**config.mk**
```make
export PLATFORM = sky130hd
export DESIGN_NAME = countdown_ctrl
export DESIGN_NICKNAME = d
export VERILOG_FILES = /design/src/rtl/countdown_ctrl_pkg.sv /design/src/rtl/key_debounce.sv /design/src/rtl/countdown_ctrl.sv
export SDC_FILE = /design/constraint.sdc
export NUM_CORES = 1
export LEC_CHECK = 0
export CORE_ASPECT_RATIO = 2
export CORE_UTILIZATION = 45
export DETAILED_ROUTE_END_ITERATION = 10
export GPL_TIMING_DRIVEN = 0
export MAX_ROUTING_LAYER = met4
export PLACE_DENSITY_LB_ADDON = 0.08
export SYNTH_ARGS = -nofsm -noshare
export SYNTH_HDL_FRONTEND = slang
export SYNTH_SLANG_ARGS = --single-unit
```
**constraint.sdc**
```tcl
create_clock -name clk -period 3.34 [get_ports clk]
set_input_delay 0.835 -clock clk [delete_from_list [all_inputs] [get_ports clk]]
set_output_delay 0.835 -clock clk [all_outputs]
set_load 0.05 [all_outputs]
```
**src/rtl/countdown_ctrl_pkg.sv**
```systemverilog
// Shared definitions for the countdown controller: state encoding and the
// BCD preset table selected by the mode key.
package countdown_ctrl_pkg;

  localparam int PRESET_IDX_W = 2;
  localparam int PRESET_COUNT = 4;

  typedef enum logic [1:0] {
    ST_IDLE  = 2'd0,
    ST_RUN   = 2'd1,
    ST_PAUSE = 2'd2,
    ST_DONE  = 2'd3
  } state_t;

  typedef struct packed {
    logic [3:0] tens;
    logic [3:0] ones;
  } preset_t;

  // Entry 0 sits in the low byte: 10, 30, 45, 60 seconds.
  localparam logic [PRESET_COUNT-1:0][7:0] PRESET_TABLE = {8'h60, 8'h45, 8'h30, 8'h10};

  function automatic preset_t preset_of(input logic [PRESET_IDX_W-1:0] idx);
    return preset_t'(PRESET_TABLE[idx]);
  endfunction

endpackage

```
**src/rtl/key_debounce.sv**
```systemverilog
// Two-flop synchroniser plus debouncer for an active-low pushbutton; emits a
// single-cycle press pulse when a new low level has been stable long enough.
module key_debounce #(
  parameter int DEBOUNCE_CYCLES = 1_000_000
) (
  input  logic clk,
  input  logic rst_n,
  input  logic key_n,
  output logic press
);

  localparam int CNT_W = $clog2(DEBOUNCE_CYCLES + 1);

  logic             sync1;
  logic             sync2;
  logic             level;
  logic [CNT_W-1:0] cnt;

  always_ff @(posedge clk) begin
    if (!rst_n) begin
      sync1 <= 1'b1;
      sync2 <= 1'b1;
      level <= 1'b1;
      cnt   <= '0;
      press <= 1'b0;
    end else begin
      sync1 <= key_n;
      sync2 <= sync1;
      press <= 1'b0;
      // Count consecutive samples that disagree with the accepted level.
      if (sync2 == level) begin
        cnt <= '0;
      end else if (cnt == CNT_W'(DEBOUNCE_CYCLES - 1)) begin
        level <= sync2;
        cnt   <= '0;
        press <= ~sync2;
      end else begin
        cnt <= cnt + CNT_W'(1);
      end
    end
  end

endmodule

```
**src/rtl/countdown_ctrl.sv**
```systemverilog
// Countdown timer control: debounced start/mode keys, run/pause/done FSM,
// one-second prescaler and preset selection for an external BCD datapath.
module countdown_ctrl
  import countdown_ctrl_pkg::*;
#(
  parameter int CLK_HZ          = 50_000_000,
  parameter int DEBOUNCE_CYCLES = 1_000_000
) (
  input  logic       clk,
  input  logic       rst_n,
  input  logic       key_start,
  input  logic       key_mode,
  input  logic       count_zero,
  output logic       load,
  output logic [3:0] preset_tens,
  output logic [3:0] preset_ones,
  output logic       cnt_en,
  output logic [1:0] state,
  output logic       alarm
);

  localparam int PRESC_W = (CLK_HZ > 1) ? $clog2(CLK_HZ) : 1;

  state_t                  state_q;
  logic [PRESET_IDX_W-1:0] idx;
  logic [PRESC_W-1:0]      presc;
  logic [PRESC_W-1:0]      presc_adv;
  logic                    presc_wrap;
  logic                    load_pending;
  logic                    start_press;
  logic                    mode_press;
  preset_t                 preset;

  key_debounce #(.DEBOUNCE_CYCLES(DEBOUNCE_CYCLES)) u_start_key (
    .clk   (clk),
    .rst_n (rst_n),
    .key_n (key_start),
    .press (start_press)
  );

  key_debounce #(.DEBOUNCE_CYCLES(DEBOUNCE_CYCLES)) u_mode_key (
    .clk   (clk),
    .rst_n (rst_n),
    .key_n (key_mode),
    .press (mode_press)
  );

  assign preset      = preset_of(idx);
  assign preset_tens = preset.tens;
  assign preset_ones = preset.ones;
  assign state       = state_q;

  assign presc_wrap = (presc == PRESC_W'(CLK_HZ - 1));
  assign presc_adv  = presc_wrap ? '0 : presc + PRESC_W'(1);

  // The prescaler steps on every edge that starts a RUN cycle (except entry
  // from IDLE), so a tick is only ever emitted into a RUN cycle and the
  // phase survives any number of pauses.
  always_ff @(posedge clk) begin
    if (!rst_n) begin
      state_q      <= ST_IDLE;
      idx          <= '0;
      presc        <= '0;
      cnt_en       <= 1'b0;
      alarm        <= 1'b0;
      load         <= 1'b0;
      load_pending <= 1'b1;
    end else begin
      cnt_en       <= 1'b0;
      load         <= load_pending;
      load_pending <= 1'b0;
      case (state_q)
        ST_IDLE: begin
          presc <= '0;
          if (start_press) begin
            state_q <= ST_RUN;
          end else if (mode_press) begin
            idx  <= idx + PRESET_IDX_W'(1);
            load <= 1'b1;
          end
        end
        ST_RUN: begin
          if (count_zero) begin
            state_q <= ST_DONE;
            alarm   <= 1'b1;
            presc   <= '0;
          end else if (start_press) begin
            state_q <= ST_PAUSE;
          end else begin
            presc  <= presc_adv;
            cnt_en <= presc_wrap;
          end
        end
        ST_PAUSE: begin
          if (start_press) begin
            state_q <= ST_RUN;
            presc   <= presc_adv;
            cnt_en  <= presc_wrap & ~count_zero;
          end
        end
        ST_DONE: begin
          presc <= '0;
          if (start_press) begin
            state_q <= ST_IDLE;
            alarm   <= 1'b0;
            load    <= 1'b1;
          end
        end
        default: state_q <= ST_IDLE;
      endcase
    end
  end

endmodule

```
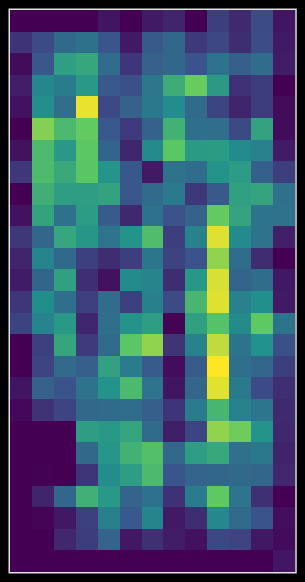
*Signal metal coverage by tile*
13 x 26 tiles, from dark purple (low) to yellow (high), scaled to the fullest tile. Values are wire area over tile area, all layers added.
- fullest tile: 0.40
- nearly empty tiles: 12%
- emptiest ninth of the die: bottom left
- tiles over half the peak: 23%
- densest ninth of the die: right middle
- mean over tiles: 0.13
gr usage total: 0.193
Vias: 2889

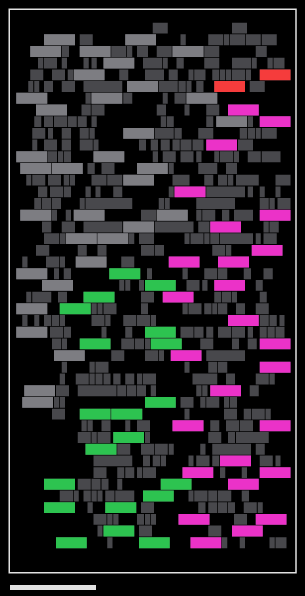
*Where the registers sit*
The bar under the picture is 20 um long. Other sequential cells in the stronger gray, the rest of the logic in the fainter gray.
- u_mode_key.cnt: green (flops 20)
- presc: magenta (flops 26)
- idx: red (flops 2)
sequential power: 991 uW
Reg area: 1640 um^2

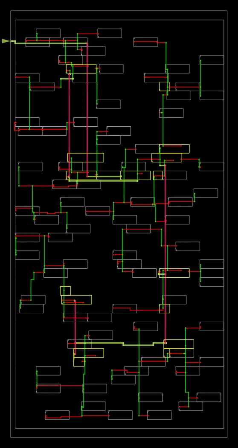
*Clock routing*
clk latency late pin: 340 ps
clock sinks: 82
flop count: 82
Clk power: 998 uW

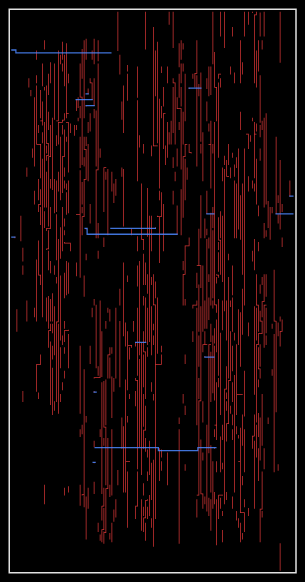
*Signal wires by layer*
Only two layers are drawn.
- met2: red (wire length 4180 um)
- met3: blue (wire length 106 um)
final wirelength: 7250 um
DR WL/cell: 13.2 um

==> GITHUB_STEP_SUMMARY <==
### Metrics collected by this job

| Metric | Value |
|---|---|
| Status | complete, no violations |
| CP arrival | 3020 ps |
| Design Area, Final | 4300 um^2 |
| Crit path to | presc[25] |
| Max reg flops | 26 |
| Critical Path Start Type | input port |
| Hold path endpoint | u_start_key.sync2 |
| Synthesis area per yosys | 3730 um^2 |
| Multi-input gate area | 1970 um^2 |
| Top cells excl fill/tap | 82 x dfxtp_1, 79 x nor2_1, 39 x xor2_1, 29 x nand2_1, 28 x nand3_1 |
| Nonclk buf count | 28 |
| Critical Path, Cell by Cell | clkdlybuf4s50_1 > and3b_4 > nor4_4 > nand4_4 > or3_1 > a21oi_1 |
| Final WS setup | 588 ps |
| Tightest Hold Check Type | reg2reg |
| Initial antenna violation count | 0 |
| Final total power | 2.08 mW |
| Worst Path Max Fanout | 9 |
| Unrepaired setup endpoints after global routing | false |
| EDFF count, synth | 0 |
| Slew Limit Fails | 0 |
| Port Buf Inserts | 14 |
| Fin cells | 550 |
| Logic power comb | 86.8 uW |
| # IOs | 18 |
| Pre-CTS setup slack | 255 ps |
| Vias in the first global route | 2835 |
| Syn Inst Count | 422 |
| Drt first-iter violations | 149 |
| Req. time, crit path | 3610 ps |
| Critical Path Stages | 6 |
| Min-delay src | u_start_key.sync1 |
| Die Y | 131 um |
| # diodes | 0 |
| Final-report hold violation count | 0 |
| DP Area | 3990 um^2 |
| Busiest metal layer after global routing | met2 |
| HPWL after detailed placement | 5460 um |
| Clk root buf | clkbuf_16 |
| WHS | 410 ps |
| Biggest regs | presc (26), u_mode_key.cnt (20), u_start_key.cnt (20) |
| Count leader, synth | dfxtp_1 |
| Yosys reg bits | 82 |
| Dpl cells | 534 |
| Yosys cell types | 43 |
| Number of iterations in the first detailed-routing pass | 4 |
| Final cycle utilization of the critical path | 0.824 |
| Cell count of the worst reg-to-reg path | 7 |
| # clk buffers | 9 |
| Cts hold-fix bufs | 0 |
| Max Cap Violations | 0 |
| Non-clock buffering overhead | 0.0507 |
| CP Class | in2reg |
| Final core utilization | 0.537 |
| RePlAce Congestion | 0.798 |
| Fin Setup TNS | 0 ps |
| Worst Tran Pin Value | 727 ps |
| Number of logic gates | 316 |
| Top cells by count, synth | 82 x dfxtp_1, 79 x nor2_1, 39 x xor2_1, 29 x nand2_1, 28 x nand3_1 |
| Highest clock rate | 363 MHz |
| Top layer in use | met4 |
| Sequential share of power | 0.477 |
| Core footprint | 8000 um^2 |
| XORs/XNORs by Area | 0.141 |
| Floorplan utilization | 0.466 |
| Fin Clk Skew | 5.22 ps |
| Share of the synthesized area in the top cell type | 0.441 |
| Buf/Inv on CP | 1 |
| Pwr Density | 483 nW/um^2 |
| Tmin final | 2750 ps |
| Post_cts resized | 0 |
| Leakage power | 1.47 nW |
| Post-CTS Setup Inserts | 0 |
| Delay-heaviest family, CP | simple AND/OR/NAND/NOR gates |
| Syn. warnings | 0 |
| Critical Path Max Stage Delay | 630 ps |
Power figures rest on the tool's default switching activity, not on a simulated workload.
